--- config.mk ---
export PLATFORM = sky130hd
export DESIGN_NAME = bottle_detector
export DESIGN_NICKNAME = d
export VERILOG_FILES = /design/src/rtl/bottle_detector.sv
export SDC_FILE = /design/constraint.sdc
export NUM_CORES = 1
export LEC_CHECK = 0
export ABC_AREA = 1
export CAP_MARGIN = 0
export CORE_ASPECT_RATIO = 0.7
export CORE_MARGIN = 3
export CORE_UTILIZATION = 53
export CTS_CLUSTER_DIAMETER = 100
export CTS_CLUSTER_SIZE = 16
export DETAILED_ROUTE_END_ITERATION = 10
export PLACE_DENSITY = 0.76
export SLEW_MARGIN = 20
export SYNTH_ARGS = -nofsm -noshare
export SYNTH_HDL_FRONTEND = slang
export SYNTH_SLANG_ARGS = --single-unit
--- constraint.sdc ---
create_clock -name clk -period 1.45 [get_ports clk]
set_input_delay 0.29 -clock clk [delete_from_list [all_inputs] [get_ports clk]]
set_output_delay 0.29 -clock clk [all_outputs]
set_load 0.01 [all_outputs]
--- src/rtl/bottle_detector.sv ---
// bottle_detector: conditions the beam-break sensor of the reverse vending
// machine and classifies each beam-break event. The result is one of three:
// accepted (bc_pulse), too short (reject_pulse), or too long (jam).
module bottle_detector #(
    parameter int DEB_CYCLES = 16,
    parameter int MIN_DWELL  = 1000,
    parameter int MAX_DWELL  = 50000
) (
    input  logic clk,
    input  logic reset,
    input  logic sensor_raw,
    input  logic enable,
    input  logic jam_clr,
    output logic bc_pulse,
    output logic reject_pulse,
    output logic jam,
    output logic busy
);
    localparam int DEB_W = $clog2(DEB_CYCLES + 1);
    localparam int DW_W  = $clog2(MAX_DWELL + 1);

    localparam logic [DEB_W-1:0] DEB_LAST = DEB_W'(DEB_CYCLES - 1);
    localparam logic [DEB_W-1:0] DEB_ONE  = DEB_W'(1);
    // dwell_q excludes the rise cycle, which is spent in IDLE. For that reason
    // both thresholds are shifted down by one. The jam threshold is shifted down
    // by two because the cycle being evaluated is itself a high cycle.
    localparam logic [DW_W-1:0]  ACC_TH   = DW_W'(MIN_DWELL - 1);
    localparam logic [DW_W-1:0]  JAM_TH   = DW_W'(MAX_DWELL - 2);
    localparam logic [DW_W-1:0]  DW_ONE   = DW_W'(1);
    localparam logic [DW_W-1:0]  DW_MAX   = DW_W'(MAX_DWELL);

    typedef enum logic [1:0] {S_IDLE, S_PRESENT, S_JAM} state_t;

    state_t             state_q, state_d;
    logic               sync1_q, sync1_d;
    logic               sync2_q, sync2_d;
    logic               sensor_f_q, sensor_f_d;
    logic               sensor_f_dly_q, sensor_f_dly_d;
    logic [DEB_W-1:0]   deb_cnt_q, deb_cnt_d;
    logic [DW_W-1:0]    dwell_q, dwell_d;
    logic               bc_pulse_q, bc_pulse_d;
    logic               reject_pulse_q, reject_pulse_d;
    logic               sensor_s;
    logic               rise_f;
    logic               fall_f;

    assign sensor_s = sync2_q;
    assign rise_f   = sensor_f_q & ~sensor_f_dly_q;
    assign fall_f   = ~sensor_f_q & sensor_f_dly_q;

    // Two-flop synchroniser, then a level filter. A level filter only follows
    // sensor_s after DEB_CYCLES consecutive disagreeing samples.
    always_comb begin
        sync1_d        = sensor_raw;
        sync2_d        = sync1_q;
        sensor_f_d     = sensor_f_q;
        deb_cnt_d      = deb_cnt_q;
        sensor_f_dly_d = sensor_f_q;
        if (sensor_s == sensor_f_q) begin
            deb_cnt_d = '0;
        end else if (deb_cnt_q == DEB_LAST) begin
            sensor_f_d = sensor_s;
            deb_cnt_d  = '0;
        end else begin
            deb_cnt_d = deb_cnt_q + DEB_ONE;
        end
    end

    // Presence FSM: dwell measurement, classification and jam handling.
    always_comb begin
        state_d        = state_q;
        dwell_d        = dwell_q;
        bc_pulse_d     = 1'b0;
        reject_pulse_d = 1'b0;
        case (state_q)
            S_IDLE: begin
                if (rise_f && enable) begin
                    state_d = S_PRESENT;
                    dwell_d = '0;
                end
            end
            S_PRESENT: begin
                if (fall_f) begin
                    if (dwell_q >= ACC_TH) bc_pulse_d     = 1'b1;
                    else                   reject_pulse_d = 1'b1;
                    state_d = S_IDLE;
                end else if (sensor_f_q) begin
                    if (dwell_q != DW_MAX) dwell_d = dwell_q + DW_ONE;
                    if (dwell_q == JAM_TH) state_d = S_JAM;
                end
            end
            S_JAM: begin
                if (jam_clr && !sensor_f_q) state_d = S_IDLE;
            end
            default: state_d = S_IDLE;
        endcase
    end

    // State register with synchronous reset.
    always_ff @(posedge clk) begin
        if (reset) begin
            state_q        <= S_IDLE;
            sync1_q        <= 1'b0;
            sync2_q        <= 1'b0;
            sensor_f_q     <= 1'b0;
            sensor_f_dly_q <= 1'b0;
            deb_cnt_q      <= '0;
            dwell_q        <= '0;
            bc_pulse_q     <= 1'b0;
            reject_pulse_q <= 1'b0;
        end else begin
            state_q        <= state_d;
            sync1_q        <= sync1_d;
            sync2_q        <= sync2_d;
            sensor_f_q     <= sensor_f_d;
            sensor_f_dly_q <= sensor_f_dly_d;
            deb_cnt_q      <= deb_cnt_d;
            dwell_q        <= dwell_d;
            bc_pulse_q     <= bc_pulse_d;
            reject_pulse_q <= reject_pulse_d;
        end
    end

    assign bc_pulse     = bc_pulse_q;
    assign reject_pulse = reject_pulse_q;
    assign jam          = (state_q == S_JAM);
    assign busy         = (state_q != S_IDLE);

endmodule

==> images/cell_classes.png <==
(4 px per um)
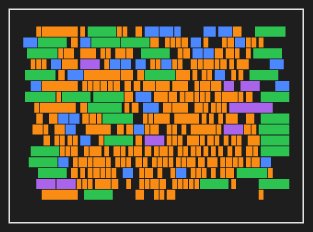
color	class	cells	share of their area
purple	clock drivers and dummy loads	8	5.3%
blue	other buffers and delay cells	32	12%
orange	all other logic	235	57%
green	flip-flops	29	26%

==> notes.md <==
Notes on the physical implementation.

- For this run, global-route usage on met2 was measured as between 30% and 40%.
- The busiest layer in global routing is met1, for reference.
- In the final report, the number of endpoints failing setup comes to 3.
- The checks that failed: setup timing.
- The area taken by multi-input logic gates is 0.00112 mm^2, for reference.
- The utilization after layout is 79.4%, for reference.
- The met1 track demand over resource is between 30 and 40%, for reference.
- For this run, the register share of the synthesized area comes to between 30% and 40%.
- In this run, synthesis inferred 0 flip-flops with an integrated enable.
- The synthesized area per cell is 6.29 um^2, for reference.
- The worst VDD IR drop from the latest analysis is between 0.0008 and 0.0009 V.
- The clock network contribution to total cell area is 5.21%, for reference.
- Looking at the post-CTS report, the setup buffer insertion count equals 1.
- The wire length of the first global-routing pass is 7110 um, for reference.
- The number of antenna diodes is 0, for reference.
- Counting plain and timing-repair buffers in the layout gives 32.
- The worst setup margin is -0.0183 ns, for reference.
- The number of global-route vias before repair is approximately 1500, for reference.
- For reference, the top logic cell family by area is simple AND/OR/NAND/NOR gates.
- After floorplanning, the core was divided into 16 placement rows.
- CTS placed an instance of sky130_fd_sc_hd__clkbuf_8 at the clock tree root.
- Of the total power, registers draw 38.9%.
- Counting distinct cell types in the post-synthesis netlist gives 25.
- For this design the top-level I/O count stands at 9.
- In this run the worst path has a maximum fanout of 6.
- The element type at the critical path end is a flop, for reference.
- Measured against the total synthesized area, the mux share comes to 0%.
- After detailed routing, the number of vias per cell comes to 5.57.
- The floorplan net count is 276, for reference.
- The final worst hold slack is 0.402 ns, for reference.
- In this run the critical register-to-register path is captured at dwell_q[12].
- The number of cells on the worst hold path is 2, for reference.
- The run finished, with violations left.
- The most used logic cell in the final layout is sky130_fd_sc_hd__nand2_1, for reference.
- The final report lists a non-filler cell total of 340.
- Among all cell classes, the greatest summed area belongs to logic gates.
==> images/port_nets.png <==
(4 px per um)
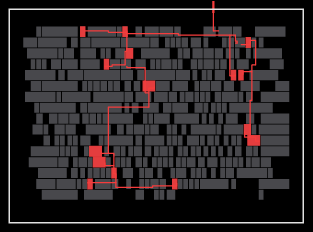
color	port	bits	direction	end cells	buffers	wire
red	reset	1	input	15	3	192 um

[cell usage after synthesis, drive strengths merged (2+ instances only)]
cell type / number / share of area [%]
dfxtp: 29 / 35
a21oi: 15 / 4.7
inv: 38 / 8.5
ha: 5 / 3.7
xor2: 2 / 1.0
o21bai: 4 / 1.8
nor2: 50 / 12
nand2: 73 / 17
buf: 2 / 1.3
nand4: 5 / 1.9
o21ai: 9 / 2.7
nand3: 27 / 8.4
[flip-flops by register name, indices dropped and copies added, names as in the netlist]
| signal | count |
|---|---|
| state_q | 2 |
| dwell_q | 16 |
| sensor_f_dly_q | 1 |
| sensor_s | 1 |
| bc_pulse | 1 |
| sensor_f_dly_d | 1 |
| sync1_q | 1 |
| deb_cnt_q | 5 |
| reject_pulse | 1 |
Power and IR drop assume default switching activity.
